File: src/rtl/pipl_pkg.sv
`timescale 1ns/1ps
// Shared pipeline definitions: ALU opcodes, bundle widths and field positions
// for the ID/EX and EX/MEM registers.
package pipl_pkg;
  localparam int IDEX_W  = 153;
  localparam int EXMEM_W = 107;

  localparam logic [3:0] ALU_AND = 4'b0000;
  localparam logic [3:0] ALU_OR  = 4'b0001;
  localparam logic [3:0] ALU_ADD = 4'b0010;
  localparam logic [3:0] ALU_XOR = 4'b0011;
  localparam logic [3:0] ALU_SLL = 4'b0100;
  localparam logic [3:0] ALU_SRL = 4'b0101;
  localparam logic [3:0] ALU_SUB = 4'b0110;
  localparam logic [3:0] ALU_SLT = 4'b0111;
  localparam logic [3:0] ALU_SRA = 4'b1101;
  localparam logic [3:0] ALU_MUL = 4'b1000;

  // ID/EX field positions
  localparam int ID_INSTR_HI = 152, ID_INSTR_LO = 121;
  localparam int ID_RA_HI    = 120, ID_RA_LO    = 116;
  localparam int ID_RB_HI    = 115, ID_RB_LO    = 111;
  localparam int ID_WA_HI    = 110, ID_WA_LO    = 106;
  localparam int ID_IMM_HI   = 105, ID_IMM_LO   = 74;
  localparam int ID_RDA_HI   = 73,  ID_RDA_LO   = 42;
  localparam int ID_RDB_HI   = 41,  ID_RDB_LO   = 10;
  localparam int ID_OP_HI    = 9,   ID_OP_LO    = 6;
  localparam int ID_BRNCH    = 5;
  localparam int ID_MEM_RD   = 4;
  localparam int ID_M2R      = 3;
  localparam int ID_MEM_WR   = 2;
  localparam int ID_ALU_SRC  = 1;
  localparam int ID_REG_WR   = 0;

  // EX/MEM field positions
  localparam int EX_BROFF_HI = 106, EX_BROFF_LO = 75;
  localparam int EX_ZERO     = 74;
  localparam int EX_RES_HI   = 73,  EX_RES_LO   = 42;
  localparam int EX_WDATA_HI = 41,  EX_WDATA_LO = 10;
  localparam int EX_WA_HI    = 9,   EX_WA_LO    = 5;
  localparam int EX_CTRL_HI  = 4,   EX_CTRL_LO  = 0;

  typedef struct packed {
    logic [31:0] br_off;
    logic        zero;
    logic [31:0] alu_res;
    logic [31:0] wdata;
    logic [4:0]  wa;
    logic        brnch;
    logic        mem_rd;
    logic        mem_to_rgs;
    logic        mem_wr;
    logic        reg_wr;
  } exmem_t;

  typedef enum logic [1:0] {MUL_IDLE, MUL_BUSY, MUL_DONE} mul_state_e;
endpackage

File: src/rtl/ex_mul_iter.sv
`timescale 1ns/1ps
// Iterative shift-add multiplier: one multiplier bit per cycle, low XLEN bits kept.
// DONE holds the product for one cycle so the EX/MEM register can capture it.
module ex_mul_iter
  import pipl_pkg::*;
#(
  parameter int XLEN       = 32,
  parameter int MUL_CYCLES = 32
) (
  input  logic            i_clock,
  input  logic            i_reset_n,
  input  logic            i_start,
  input  logic            i_abort,
  input  logic [XLEN-1:0] i_a,
  input  logic [XLEN-1:0] i_b,
  output logic            o_busy,
  output logic            o_done,
  output logic [XLEN-1:0] o_product
);
  localparam int CW = (MUL_CYCLES > 1) ? $clog2(MUL_CYCLES) : 1;
  localparam logic [CW-1:0] LAST = CW'(MUL_CYCLES - 1);

  mul_state_e      r_state, w_nxt;
  logic [XLEN-1:0] r_a, r_b, r_acc;
  logic [CW-1:0]   r_cnt;

  always_comb begin
    w_nxt = r_state;
    case (r_state)
      MUL_IDLE: if (i_start) w_nxt = MUL_BUSY;
      MUL_BUSY: if (i_abort) w_nxt = MUL_IDLE;
                else if (r_cnt == LAST) w_nxt = MUL_DONE;
      MUL_DONE: w_nxt = MUL_IDLE;
      default:  w_nxt = MUL_IDLE;
    endcase
  end

  always_ff @(posedge i_clock or negedge i_reset_n) begin
    if (!i_reset_n) begin
      r_state <= MUL_IDLE;
      r_a     <= '0;
      r_b     <= '0;
      r_acc   <= '0;
      r_cnt   <= '0;
    end else begin
      r_state <= w_nxt;
      if (r_state == MUL_IDLE && i_start) begin
        r_a   <= i_a;
        r_b   <= i_b;
        r_acc <= '0;
        r_cnt <= '0;
      end else if (r_state == MUL_BUSY && !i_abort) begin
        if (r_b[r_cnt]) r_acc <= r_acc + (r_a << r_cnt);
        r_cnt <= r_cnt + CW'(1);
      end
    end
  end

  assign o_busy    = (r_state == MUL_BUSY);
  assign o_done    = (r_state == MUL_DONE);
  assign o_product = r_acc;
endmodule

File: src/rtl/ex_stage_pipl.sv
`timescale 1ns/1ps
// Execute stage: unpacks ID/EX, computes the ALU result (MUL through ex_mul_iter)
// and registers the EX/MEM bundle; stalls upstream while a multiply is running.
module ex_stage_pipl
  import pipl_pkg::*;
#(
  parameter int XLEN       = 32,
  parameter int MUL_CYCLES = 32
) (
  input  logic               i_clock,
  input  logic               i_reset_n,
  input  logic [IDEX_W-1:0]  i_idex_reg,
  input  logic               i_idex_vld,
  input  logic               i_flush,
  output logic               o_stall,
  output logic [EXMEM_W-1:0] o_exmem_reg,
  output logic               o_exmem_vld,
  output logic               o_take_brnch
);
  localparam int SHW = $clog2(XLEN);

  logic [XLEN-1:0] w_rda, w_rdb, w_imm, w_a, w_b, w_alu, w_res, w_prod;
  logic [3:0]      w_op;
  logic            w_is_mul, w_start, w_load, w_mul_busy, w_mul_done, w_zero;
  logic            w_unused_idex;
  exmem_t          w_ex_nxt, r_exmem;
  logic            r_vld, r_take;

  assign w_rda = i_idex_reg[ID_RDA_HI:ID_RDA_LO];
  assign w_rdb = i_idex_reg[ID_RDB_HI:ID_RDB_LO];
  assign w_imm = i_idex_reg[ID_IMM_HI:ID_IMM_LO];
  assign w_op  = i_idex_reg[ID_OP_HI:ID_OP_LO];
  assign w_a   = w_rda;
  assign w_b   = i_idex_reg[ID_ALU_SRC] ? w_imm : w_rdb;
  assign w_unused_idex = ^i_idex_reg[ID_INSTR_HI:ID_RB_LO];

  always_comb begin
    w_alu = '0;
    case (w_op)
      ALU_AND: w_alu = w_a & w_b;
      ALU_OR:  w_alu = w_a | w_b;
      ALU_ADD: w_alu = w_a + w_b;
      ALU_XOR: w_alu = w_a ^ w_b;
      ALU_SLL: w_alu = w_a << w_b[SHW-1:0];
      ALU_SRL: w_alu = w_a >> w_b[SHW-1:0];
      ALU_SUB: w_alu = w_a - w_b;
      ALU_SLT: w_alu = {{(XLEN-1){1'b0}}, ($signed(w_a) < $signed(w_b))};
      ALU_SRA: w_alu = $signed(w_a) >>> w_b[SHW-1:0];
      default: w_alu = '0;
    endcase
  end

  // A MUL only starts from IDLE; while busy/done the held ID/EX bundle is the same MUL.
  assign w_is_mul = (w_op == ALU_MUL);
  assign w_start  = i_idex_vld & w_is_mul & ~i_flush & ~w_mul_busy & ~w_mul_done;
  assign w_load   = ~i_flush & (w_mul_done | (i_idex_vld & ~w_is_mul & ~w_mul_busy));
  assign o_stall  = i_reset_n & ~i_flush & (w_start | w_mul_busy);
  assign w_res    = w_mul_done ? w_prod : w_alu;
  assign w_zero   = (w_res == '0);

  ex_mul_iter #(.XLEN(XLEN), .MUL_CYCLES(MUL_CYCLES)) u_mul (
    .i_clock   (i_clock),
    .i_reset_n (i_reset_n),
    .i_start   (w_start),
    .i_abort   (i_flush),
    .i_a       (w_a),
    .i_b       (w_b),
    .o_busy    (w_mul_busy),
    .o_done    (w_mul_done),
    .o_product (w_prod)
  );

  always_comb begin
    w_ex_nxt            = '0;
    w_ex_nxt.br_off     = w_imm;
    w_ex_nxt.zero       = w_zero;
    w_ex_nxt.alu_res    = w_res;
    w_ex_nxt.wdata      = w_rdb;
    w_ex_nxt.wa         = i_idex_reg[ID_WA_HI:ID_WA_LO];
    w_ex_nxt.brnch      = i_idex_reg[ID_BRNCH];
    w_ex_nxt.mem_rd     = i_idex_reg[ID_MEM_RD];
    w_ex_nxt.mem_to_rgs = i_idex_reg[ID_M2R];
    w_ex_nxt.mem_wr     = i_idex_reg[ID_MEM_WR];
    w_ex_nxt.reg_wr     = i_idex_reg[ID_REG_WR];
  end

  always_ff @(posedge i_clock or negedge i_reset_n) begin
    if (!i_reset_n) begin
      r_exmem <= '0;
      r_vld   <= 1'b0;
      r_take  <= 1'b0;
    end else if (w_load) begin
      r_exmem <= w_ex_nxt;
      r_vld   <= 1'b1;
      r_take  <= w_ex_nxt.brnch & w_ex_nxt.zero;
    end else begin
      // Bubble: data fields keep stale values, control bits must not act downstream.
      r_vld              <= 1'b0;
      r_take             <= 1'b0;
      r_exmem.brnch      <= 1'b0;
      r_exmem.mem_rd     <= 1'b0;
      r_exmem.mem_to_rgs <= 1'b0;
      r_exmem.mem_wr     <= 1'b0;
      r_exmem.reg_wr     <= 1'b0;
    end
  end

  assign o_exmem_reg  = r_exmem;
  assign o_exmem_vld  = r_vld;
  assign o_take_brnch = r_take;
endmodule

File: config.mk
export PLATFORM = sky130hd
export DESIGN_NAME = ex_stage_pipl
export DESIGN_NICKNAME = d
export VERILOG_FILES = /design/src/rtl/pipl_pkg.sv /design/src/rtl/ex_mul_iter.sv /design/src/rtl/ex_stage_pipl.sv
export SDC_FILE = /design/constraint.sdc
export NUM_CORES = 1
export LEC_CHECK = 0
export CORE_ASPECT_RATIO = 0.8
export CORE_MARGIN = 3
export CORE_UTILIZATION = 55
export CTS_CLUSTER_SIZE = 28
export DETAILED_ROUTE_END_ITERATION = 16
export MAX_ROUTING_LAYER = met4
export PLACE_DENSITY = 0.86
export RECOVER_POWER = 25
export SYNTH_ARGS = -nofsm -noshare
export SYNTH_HDL_FRONTEND = slang
export SYNTH_SLANG_ARGS = --single-unit
export TNS_END_PERCENT = 1
File: constraint.sdc
create_clock -name i_clock -period 12.51 [get_ports i_clock]
set_clock_uncertainty 0.1 [all_clocks]
set_input_delay 1.251 -clock i_clock [delete_from_list [all_inputs] [get_ports i_clock]]
set_output_delay 1.251 -clock i_clock [all_outputs]
set_load 0.005 [all_outputs]
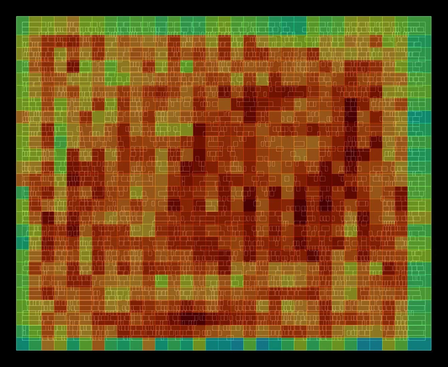
Figure 1: routing congestion map.
peak-usage layer in the global routing report: met1
core utilization of the finished layout: 64.70%
met2 Usage GRT: 62.11%

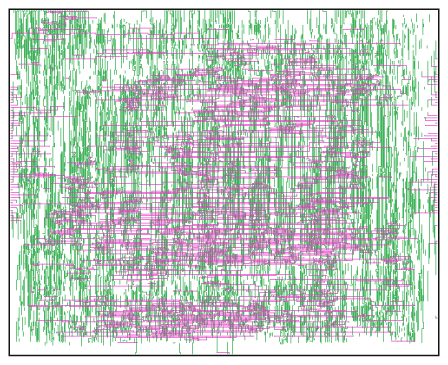
Figure 2: wiring by layer.
Two of the layers only.
magenta -> met3  # wire length 16100 um
green -> met2  # wire length 38.2 mm
count of vias placed by the detailed router: 23800
WL/cell: 29.49 um

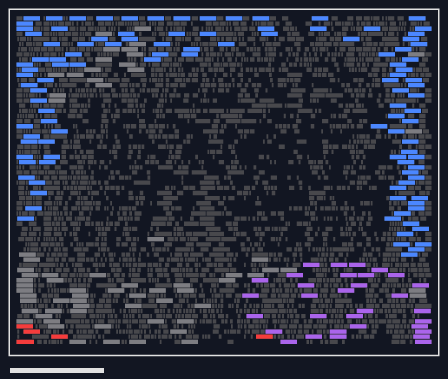
Figure 3: sequential cells grouped by signal name.
Bar = 50 um.
purple -> u_mul.o_product  # sequential cells 32, where south-east
red -> u_mul.r_cnt  # sequential cells 5
blue -> o_exmem_reg  # sequential cells 107
Seq/total area: 21.38%
power dissipated in sequential cells: 0.000900 W
Storage cell area: 5306 um2

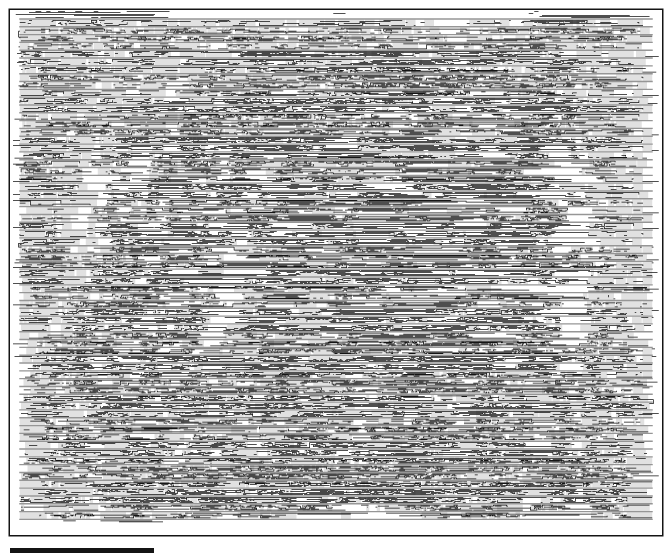
Figure 4: M1 wires.
Bar = 50 um. Supply wires on this layer in grey.
nets with wire on the layer = 2832
main direction = horizontal
wire length on this layer = 38.0 mm

[per-stage QoR]
step | worst slack [ns] | area, um2 | utilization [%] | hold WS, ns | instances
2_1_floorplan | 6.412 | 21450 | - | 0.3446 | 2712
3_3_place_gp | 4.670 | 24030 | 62.65 | 0.3572 | 3299
3_5_place_dp | 4.657 | 24030 | 62.65 | 0.3611 | 3299
4_1_cts | 5.179 | 24830 | 64.74 | 0.3772 | 3341
5_1_grt | 3.854 | 24810 | 64.69 | 0.4029 | 3341
6_report | 4.965 | 24820 | 64.70 | 0.3752 | 3342
[power groups by stage]
stage,Clock (W),Combinational (W),Sequential (W)
final,0.000741,0.00184,0.000900
after global routing,0.000774,0.00193,0.000909
after CTS,0.000747,0.00174,0.000894
after detailed placement,0,0.00173,0.000905
after global placement,0,0.00167,0.000895
after floorplan,0,0.00110,0.000870
[area by class of cell]
cell class | instances | area, um2 | share of cell area (%)
clock buffer | 33 | 673.1 | 2.713
tap | 495 | 619.3 | 2.496
multi-input combinational | 2186 | 15000 | 60.44
inverter | 133 | 505.5 | 2.037
timing repair buffer | 273 | 2581 | 10.40
sequential | 212 | 5306 | 21.38
clock inverter | 9 | 130.1 | 0.5244
antenna | 1 | 2.502 | 0.01008
[final timing paths]
check | endpoint | slack, ns | start
worst max-delay path | o_take_brnch | 4.96 | i_idex_reg[1]
min in group asynchronous | u_mul.o_product[6] | 1.91 | i_reset_n
worst max register to register | u_mul.o_product[31] | 6.11 | u_mul.r_cnt[1]
worst min register to register | o_exmem_reg[13] | 0.38 | o_exmem_reg[13]
worst min-delay path | o_exmem_reg[13] | 0.38 | o_exmem_reg[13]
max in group asynchronous | u_mul.r_cnt[0] | 4.99 | i_reset_n
[critical path: cells and delay by family]
kind            cells  cell delay, ns
compound gates      5            2.56
fa+ha+maj           2            0.50
buf+inv             6            1.67
mux                 2            0.62
simple gates        6            1.25
[routing by layer]
layer	part of all wire, %	track usage, %	up-vias
li1	-	-	10130
met1	39	62.33	11420
met2	39	62.11	1908
met3	16	20.97	336
met4	6.3	23.28	0
met5	0	-	-
[kinds of logic (layout without fill, tap and decap cells)]
family | after synthesis | after routing | synth area share [%]
AOI/OAI and AO/OA | 752 | 752 | 23.10
xor gates and xnor gates | 49 | 49 | 2.001
adders and majority gates | 139 | 139 | 8.189
buffers and inverters | 314 | 448 | 5.705
DFF | 212 | 212 | 24.73
muxes | 237 | 237 | 15.18
other | 0 | 1 | 0
and+or+nand+nor | 1009 | 1009 | 21.09
==> summary.log <==
[final_timing] final tally of max-slew violations 218
[routing] ANT nets after route 0
[power_and_ir_drop] proportion of power drawn by flip-flops and latches 25.9%
[clocking] cell chosen for the clock root sky130_fd_sc_hd__clkbuf_16
[grt] global-route wire length before repair 143500 um
[yosys] cells in synth_stat.txt 2712
[yosys] Area leader share 24.73%
[flow_run] number of warnings in the stage logs 135
[clocking] total clock buffers created by CTS 23
[final_timing] transition time of the tightest slew-check pin 3.942 ns
[final_layout] final-layout fill cell count 3182
[yosys] Mapped Nets 3006
[clocking] clock-pin slew of the registers on the worst-case setup and hold paths 0.07 ns
[clocking] clock tree from TritonCTS built
[final_layout] commonest cells after routing, fill and taps aside 512 x sky130_fd_sc_hd__nand2_1, 220 x sky130_fd_sc_hd__clkdlybuf4s50_1, 211 x sky130_fd_sc_hd__dfrtp_1, 196 x sky130_fd_sc_hd__o21ai_0, 168 x sky130_fd_sc_hd__nor2_1
[worst_hold_path] Hold Path Stages 2
[die] floorplan row count 64
[final_layout] share of final-layout standard cells stronger than drive strength 1 7.379%
[yosys] Yosys top cell by area sky130_fd_sc_hd__dfrtp_1
[status] failing checks max-capacitance violations, max-slew violations
[power_and_ir_drop] fraction of power spent switching nets 45.05%
[yosys] Post-Synthesis Cells 2712
[grt] Total GRT Usage 47.67%
[setup_path] slowest stage delay, CP 1.11 ns
[final_timing] final-report hold violation count 0
[setup_path] FF-to-FF path depth 19
[clocking] clock latency of the later-clocked register in the worst-skew pair 0.56 ns
[grt] pin count of the biggest net entering global routing 103
[clocking] cts-stage hold buffer count 0
[grt] antenna violations before repair 1
[status] result of the run finished, violations left
[setup_path] WP data arrival 7.93 ns
[yosys] post-synthesis cell type with the largest instance count sky130_fd_sc_hd__nand2_1
[worst_hold_path] worst hold path type flip-flop to flip-flop
[final_timing] RSZ-0062 raised after global routing no
[clocking] maximum level of the CTS H-tree 1
[die] initial standard-cell utilization of the core 55.92%
[die] die height 182.6 um
[yosys] number of warnings reported in the yosys synthesis log 0
[yosys] post-synthesis average cell area 7.910 um2
[final_layout] most common library cell in the layout ignoring fill and taps sky130_fd_sc_hd__nand2_1
[setup_path] worst setup path class input port to flip-flop
[die] die outline width 226.8 um
[routing] drc violations 0
[yosys] Post-synth area hogs sky130_fd_sc_hd__dfrtp_1 25%, sky130_fd_sc_hd__nand2_1 9.0%, sky130_fd_sc_hd__ha_1 7.8%
[power_and_ir_drop] Final Power 0.003478 W
[routing] count of routing violations after the opening detailed-route iteration 3648
[final_timing] Final Cycle Share 60.31%
[flow_run] Max-Cap Viols 3
[placed_design] Post-DP HPWL 74610 um
[yosys] chip area in the Yosys report 21450 um2
[setup_path] crit start category input port
[clocking] CTS Sinks 212
[setup_path] kind of end point of the critical path flip-flop
[yosys] dominant synthesized flop cell sky130_fd_sc_hd__dfrtp_1
[die] placeable core region 38360 um2
[final_layout] max FFs per register 107
[power_and_ir_drop] fraction of power consumed by combinational cells 52.8%
[final_timing] Final min period 7.545 ns
Power is estimated from default activity; no workload was simulated.
